===== src/rtl/cdb_pkg.sv =====
`default_nettype none
// ============================================================================
// Module      : cdb_pkg
// Description : Shared defaults and types for the CDB result buffer.
//               Provides default tag/data widths, the {tag, data} result
//               entry layout and a helper for index widths that must never
//               collapse to zero bits.
// Revision    : 1.0 - initial release
// ============================================================================
package cdb_pkg;

  localparam int c_DEF_TAG_W  = 4;
  localparam int c_DEF_DATA_W = 32;

  // Layout of one buffered FU result at the default widths. The top packs
  // its parameterised entries in the same {tag, data} order.
  typedef struct packed {
    logic [c_DEF_TAG_W-1:0]  tag;
    logic [c_DEF_DATA_W-1:0] data;
  } cdb_entry_t;

  // Width of an index into n items, at least one bit wide.
  function automatic int clog2_min1(input int n);
    return (n > 1) ? $clog2(n) : 1;
  endfunction

endpackage
`default_nettype wire


===== src/rtl/cdb_result_fifo.sv =====
`default_nettype none
// ============================================================================
// Module      : cdb_result_fifo
// Description : Per-FU result FIFO. The head entry is always visible on
//               head_data; pop consumes it. Occupancy is a separate counter
//               so full/empty never depend on pointer comparisons.
// Ports       : clk, reset (async, active-low), flush (sync clear),
//               push/push_data, pop/head_data, full, empty, count.
// Revision    : 1.0 - initial release
// ============================================================================
module cdb_result_fifo #(
  parameter int DEPTH = 4,
  parameter int WIDTH = 36
) (
  input  logic                     clk,
  input  logic                     reset,
  input  logic                     flush,
  input  logic                     push,
  input  logic [WIDTH-1:0]         push_data,
  input  logic                     pop,
  output logic [WIDTH-1:0]         head_data,
  output logic                     full,
  output logic                     empty,
  output logic [$clog2(DEPTH):0]   count
);

  localparam int                 c_PTR_W   = $clog2(DEPTH);
  localparam logic [c_PTR_W-1:0] c_PTR_ONE = c_PTR_W'(1);
  localparam logic [c_PTR_W:0]   c_CNT_ONE = (c_PTR_W+1)'(1);
  localparam logic [c_PTR_W:0]   c_FULL    = (c_PTR_W+1)'(DEPTH);

  logic [WIDTH-1:0]   mem_q [DEPTH];
  logic [c_PTR_W-1:0] wr_ptr_q;
  logic [c_PTR_W-1:0] rd_ptr_q;
  logic [c_PTR_W:0]   count_q;
  logic [c_PTR_W:0]   count_d;
  logic               w_push;
  logic               w_pop;

  // A full FIFO refuses pushes even when it is popped in the same cycle.
  assign w_push = push && !full;
  assign w_pop  = pop && !empty;

  assign full      = (count_q == c_FULL);
  assign empty     = (count_q == '0);
  assign count     = count_q;
  assign head_data = mem_q[rd_ptr_q];

  always_comb begin
    count_d = count_q;
    if (w_push && !w_pop) begin
      count_d = count_q + c_CNT_ONE;
    end else if (w_pop && !w_push) begin
      count_d = count_q - c_CNT_ONE;
    end
  end

  always_ff @(posedge clk or negedge reset) begin
    if (!reset) begin
      wr_ptr_q <= '0;
      rd_ptr_q <= '0;
      count_q  <= '0;
    end else if (flush) begin
      wr_ptr_q <= '0;
      rd_ptr_q <= '0;
      count_q  <= '0;
    end else begin
      if (w_push) wr_ptr_q <= wr_ptr_q + c_PTR_ONE;
      if (w_pop)  rd_ptr_q <= rd_ptr_q + c_PTR_ONE;
      count_q <= count_d;
    end
  end

  // Storage carries no reset; occupancy alone decides what is valid.
  always_ff @(posedge clk) begin
    if (w_push && !flush) begin
      mem_q[wr_ptr_q] <= push_data;
    end
  end

endmodule
`default_nettype wire


===== src/rtl/cdb_arbiter_buffer.sv =====
`default_nettype none
// ============================================================================
// Module      : cdb_arbiter_buffer
// Description : Common-data-bus result buffer. One FIFO per functional unit,
//               a round-robin arbiter over non-empty FIFOs and a registered
//               CDB broadcast port (one result per cycle, no stall input).
// Ports       : clk, reset (async, active-low), flush (sync clear),
//               fu_valid/fu_tag/fu_data (packed per FU) -> fu_ready,
//               cdb_valid/cdb_tag/cdb_data/cdb_src broadcast,
//               fu_count per-FU occupancy (packed per FU).
// Revision    : 1.0 - initial release
// ============================================================================
module cdb_arbiter_buffer
  import cdb_pkg::*;
#(
  parameter int NUM_FU = 2,
  parameter int DEPTH  = 4,
  parameter int TAG_W  = c_DEF_TAG_W,
  parameter int DATA_W = c_DEF_DATA_W
) (
  input  logic                                 clk,
  input  logic                                 reset,
  input  logic                                 flush,
  input  logic [NUM_FU-1:0]                    fu_valid,
  input  logic [NUM_FU*TAG_W-1:0]              fu_tag,
  input  logic [NUM_FU*DATA_W-1:0]             fu_data,
  output logic [NUM_FU-1:0]                    fu_ready,
  output logic                                 cdb_valid,
  output logic [TAG_W-1:0]                     cdb_tag,
  output logic [DATA_W-1:0]                    cdb_data,
  output logic [clog2_min1(NUM_FU)-1:0]        cdb_src,
  output logic [NUM_FU*($clog2(DEPTH)+1)-1:0]  fu_count
);

  localparam int c_SRC_W   = clog2_min1(NUM_FU);
  localparam int c_CNT_W   = $clog2(DEPTH) + 1;
  localparam int c_ENTRY_W = TAG_W + DATA_W;
  localparam logic [c_SRC_W-1:0] c_RR_RESET = c_SRC_W'(NUM_FU - 1);

  logic [c_ENTRY_W-1:0] w_head [NUM_FU];
  logic [NUM_FU-1:0]    w_full;
  logic [NUM_FU-1:0]    w_empty;
  logic [NUM_FU-1:0]    w_push;
  logic [NUM_FU-1:0]    w_pop;
  logic                 w_win_valid;
  logic [c_SRC_W-1:0]   w_win_idx;
  logic [c_SRC_W-1:0]   w_cand;
  logic [c_ENTRY_W-1:0] w_win_entry;

  logic                 cdb_valid_q;
  logic [TAG_W-1:0]     cdb_tag_q;
  logic [DATA_W-1:0]    cdb_data_q;
  logic [c_SRC_W-1:0]   cdb_src_q;
  logic [c_SRC_W-1:0]   rr_q;

  generate
    for (genvar i = 0; i < NUM_FU; i++) begin : g_fifo
      // Flush overrides both sides of every FIFO in the same cycle.
      assign w_push[i] = fu_valid[i] && !flush;
      assign w_pop[i]  = w_win_valid && (w_win_idx == c_SRC_W'(i)) && !flush;

      cdb_result_fifo #(
        .DEPTH (DEPTH),
        .WIDTH (c_ENTRY_W)
      ) u_fifo (
        .clk       (clk),
        .reset     (reset),
        .flush     (flush),
        .push      (w_push[i]),
        .push_data ({fu_tag[i*TAG_W +: TAG_W], fu_data[i*DATA_W +: DATA_W]}),
        .pop       (w_pop[i]),
        .head_data (w_head[i]),
        .full      (w_full[i]),
        .empty     (w_empty[i]),
        .count     (fu_count[i*c_CNT_W +: c_CNT_W])
      );
    end
  endgenerate

  // Ready is from registered occupancy only, so a same-cycle pop does not
  // reopen a full FIFO.
  assign fu_ready = ~w_full;

  // Round-robin search: start one past the last winner and wrap.
  always_comb begin
    w_win_valid = 1'b0;
    w_win_idx   = '0;
    w_cand      = '0;
    for (int k = 1; k <= NUM_FU; k++) begin
      w_cand = c_SRC_W'((int'(rr_q) + k) % NUM_FU);
      if (!w_win_valid && !w_empty[w_cand]) begin
        w_win_valid = 1'b1;
        w_win_idx   = w_cand;
      end
    end
  end

  assign w_win_entry = w_head[w_win_idx];

  always_ff @(posedge clk or negedge reset) begin
    if (!reset) begin
      cdb_valid_q <= 1'b0;
      cdb_tag_q   <= '0;
      cdb_data_q  <= '0;
      cdb_src_q   <= '0;
      rr_q        <= c_RR_RESET;
    end else if (flush) begin
      cdb_valid_q <= 1'b0;
      cdb_tag_q   <= '0;
      cdb_data_q  <= '0;
      cdb_src_q   <= '0;
      rr_q        <= c_RR_RESET;
    end else if (w_win_valid) begin
      cdb_valid_q <= 1'b1;
      cdb_tag_q   <= w_win_entry[c_ENTRY_W-1 -: TAG_W];
      cdb_data_q  <= w_win_entry[DATA_W-1:0];
      cdb_src_q   <= w_win_idx;
      rr_q        <= w_win_idx;
    end else begin
      // Idle: only valid drops; the last broadcast payload is held.
      cdb_valid_q <= 1'b0;
    end
  end

  assign cdb_valid = cdb_valid_q;
  assign cdb_tag   = cdb_tag_q;
  assign cdb_data  = cdb_data_q;
  assign cdb_src   = cdb_src_q;

endmodule
`default_nettype wire

===== config.mk =====
export PLATFORM = sky130hd
export DESIGN_NAME = cdb_arbiter_buffer
export DESIGN_NICKNAME = d
export VERILOG_FILES = /design/src/rtl/cdb_pkg.sv /design/src/rtl/cdb_result_fifo.sv /design/src/rtl/cdb_arbiter_buffer.sv
export SDC_FILE = /design/constraint.sdc
export NUM_CORES = 1
export LEC_CHECK = 0
export CORE_MARGIN = 8
export CORE_UTILIZATION = 30
export CTS_CLUSTER_DIAMETER = 150
export DETAILED_ROUTE_END_ITERATION = 12
export PLACE_DENSITY = 0.52
export SYNTH_ARGS = -nofsm -noshare
export SYNTH_HDL_FRONTEND = slang
export SYNTH_HIERARCHICAL = 1
export SYNTH_SLANG_ARGS = --single-unit

===== constraint.sdc =====
create_clock -name clk -period 4.93 [get_ports clk]
set_clock_uncertainty 0.15 [all_clocks]
set_input_delay 1.479 -clock clk [delete_from_list [all_inputs] [get_ports clk]]
set_output_delay 1.479 -clock clk [all_outputs]
set_load 0.02 [all_outputs]

==> results.txt <==
Reports from this run.

- The flow ran to the end, and the final reports show no timing, DRC or antenna violations.
- The number of vias in the routed layout is 6,579.
- Yosys attributes the largest share of cell area to sky130_fd_sc_hd__edfxtp_1 65%, sky130_fd_sc_hd__mux4_2 12%, sky130_fd_sc_hd__dfrtp_1 9.8%.
- The non-filler instance count after layout is 1,399.
- Summed over all nets, wire length on met2 after detailed routing comes to 14,600 µm.
- The post-CTS repair timing setup buffer count reads 0.
- Of the synthesized area, sequential elements account for 0.753.
- Note, the detailed placer reported a final HPWL of 18,600 µm.
- The total tool warning count is 32.
- The final weighted congestion in routability-driven placement is 0.698.
- The net count reported at finish reads 865.
- Wire segments on met3 add up to 1950 µm in the final route.
- The cell area after synthesis is 13,300 µm².
- The maximum clock frequency reads 0.259 GHz.
- The kind of end point of the critical path reads an output port.
- The clock input transition at the sequential cells of the worst setup and hold paths is 0.06 ns.
- The setup slack after layout reads 1.07 ns.
- The required time reported for the critical path endpoint reads 3.30 ns.
- Per the CTS log, the maximum H-tree level is 2.
- The uppermost layer routed is met5.
- Post-synth the commonest register cell is sky130_fd_sc_hd__edfxtp_1.
- The area of all placed cells without fillers reads 16,500 µm².
- Per the detailed placement report, the placed cell area equals 15,200 µm².
- The total area inside the core boundary comes to 43,900 µm².
- Summed over all cells, the static leakage comes to 5.41 nW.
- The largest family of logic cells by area is multiplexers.
- Of the total power, the clock network draws 0.372.
- The length in cells of the worst reg-to-reg path is 7.
- The unique cell type count in the Yosys netlist reads 41.
- According to the floorplan report, the die width is 226 µm.
- Note that the worst hold path type here is reg2reg.
- Dividing the final minimum period by the clock period gives 0.783.
- For reference, the critical path cell chain is or3b_1 -> clkinv_2 -> inv_1 -> clkdlybuf4s50_1.
- The top cell family by delay on the critical path is buffers and inverters.
- At floorplan, the net count of the design was reported as 720.
- Counting pins that exceed their max-slew limit in the final report gives 0.
- Once layout is complete, the utilization of the core stands at 0.376.
- The logic gate share of total power is 0.176.
- The via count of the first global-routing pass reads 7,035.
- The synthesis area per yosys reads 13,300 µm².
- Entering global routing, the biggest net connects 54 pins.
- The switching power summed over all nets is 2.03 mW.
- The remaining antenna violation count after routing reads 0.
- The cell total after placement is 1,329.
- Setup repair after global routing left no endpoint under its margin.
- The longest incremental delay of any stage on the critical path is reported as 0.55 ns.
- The cell-mix breakdown from Yosys lists the adder-cell area share as 0.0106.
- The core utilization at floorplan is 0.302.
- After clock tree synthesis, the flow added hold-fix buffers numbering 0.
- The number of instances in the synthesized netlist is 633.
- The flip-flop count of the largest register, all copies and words added reads 288.
- The routed length per placed instance reads 22.4 µm.
- The kind of start point of the critical path reads a flip-flop.
- The overall die height is 226 µm.
- The power share of the sequential group reads 0.451.
- Per the finish-stage timing summary, setup violations number 0.
- The area growth from synthesis to final layout is 24.6%.
- The synthesis run shows the most used standard cells to be 288 x sky130_fd_sc_hd__edfxtp_1, 72 x sky130_fd_sc_hd__mux4_2, 52 x sky130_fd_sc_hd__dfrtp_1.
- For this design the top-level I/O count stands at 123.
- The share of flip-flops with an asynchronous set or reset is 0.155.
## cell type report
class	count	area, µm²
Fill cell	4063	27400
Sequential cell	341	9990
Multi-Input combinational cell	243	3000
Timing Repair Buffer	139	1430
Clock buffer	52	1070
Tap cell	592	741
Clock inverter	17	226
Inverter	14	55.1
Antenna cell	1	2.50
## worst paths after layout
path,start,end,slack [ns]
min reg2reg,cdb_src,cdb_src,0.37
max,g_fifo[1].u_fifo/count[2],fu_ready[1],1.07
max reg2reg,g_fifo[0].u_fifo/count[0],g_fifo[1].u_fifo/count[0],1.92
min,cdb_src,cdb_src,0.37
min in group asynchronous,reset,cdb_data[9],0.89
max in group asynchronous,reset,g_fifo[1].u_fifo/rd_ptr_q[0],3.07
## metal layers
layer | GRT usage | up-vias
li1 | - | 2886
met1 | 0.168 | 3489
met2 | 0.192 | 160
met3 | 0.0310 | 40
met4 | 0.0310 | 4
met5 | 0 | -
## cells in the final DEF (no fill, tap or decap), drive strengths merged, types with 4 or more instances in the layout
cell,netlist,layout
edfxtp,288,288
clkdlybuf4s50,0,121
mux4,72,72
dfrtp,52,52
clkbuf,5,52
and2,44,44
a221o,36,36
nor2,19,19
buf,30,18
inv,12,14
clkinv,2,10
ha,8,8
nor3,8,8
a21oi,5,5
bufinv,0,5
mux2i,4,4
mux2,4,4
o21ai,4,4
nand3,4,4
xor2,4,4
nand3b,4,4
## power groups by stage
stage / sequential, mW / clock, mW / combinational [mW]
floorplan: 3.56 / 0 / 0.874
global placement: 3.60 / 0 / 1.38
detailed placement: 3.60 / 0 / 1.40
CTS: 3.54 / 3.00 / 1.40
global route: 3.57 / 3.09 / 1.49
finish: 3.53 / 2.91 / 1.38
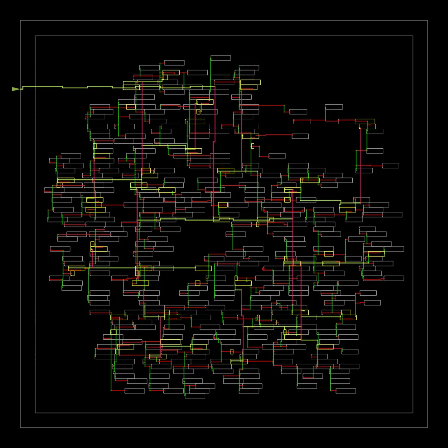
*Clock wiring as the flow saved it*
flop count: 341
tally of clock buffers in the finished layout: 52
worst-skew pair later-pin latency: 0.52 ns
power of the clock network: 2.91 mW
number of buffers inserted during clock tree synthesis: 39

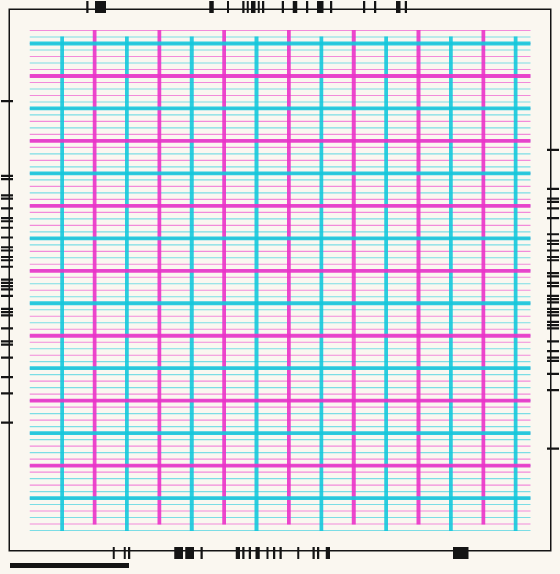
*Floorplan with the power grid*
Bar = 50 µm. Pins as bars on the die edge.
| net | color |
|---|---|
| VDD | magenta |
| VSS | cyan |
signal pins: 123
met5 straps: 15
met4 straps: 15
met1 rails: 78
rows: 77

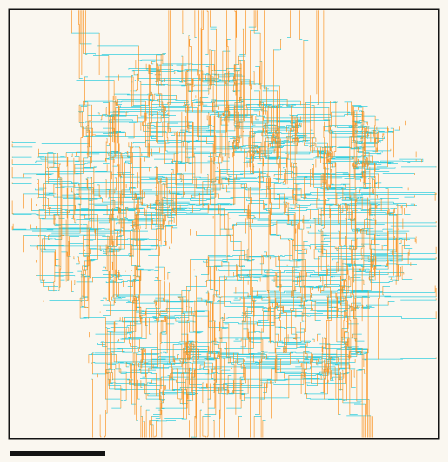
*Signal wires by layer*
Bar = 50 µm. Two of the layers only.
| layer | color | wire length |
|---|---|---|
| metal 2 | orange | 14,600 µm |
| metal 1 | cyan | 14,300 µm |

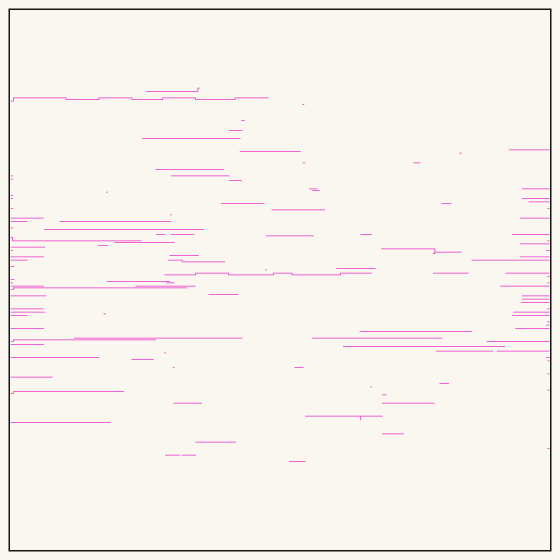
*Metal 3*
main direction: horizontal
share of all routed wire: 6.2%

Power and IR drop assume default switching activity.
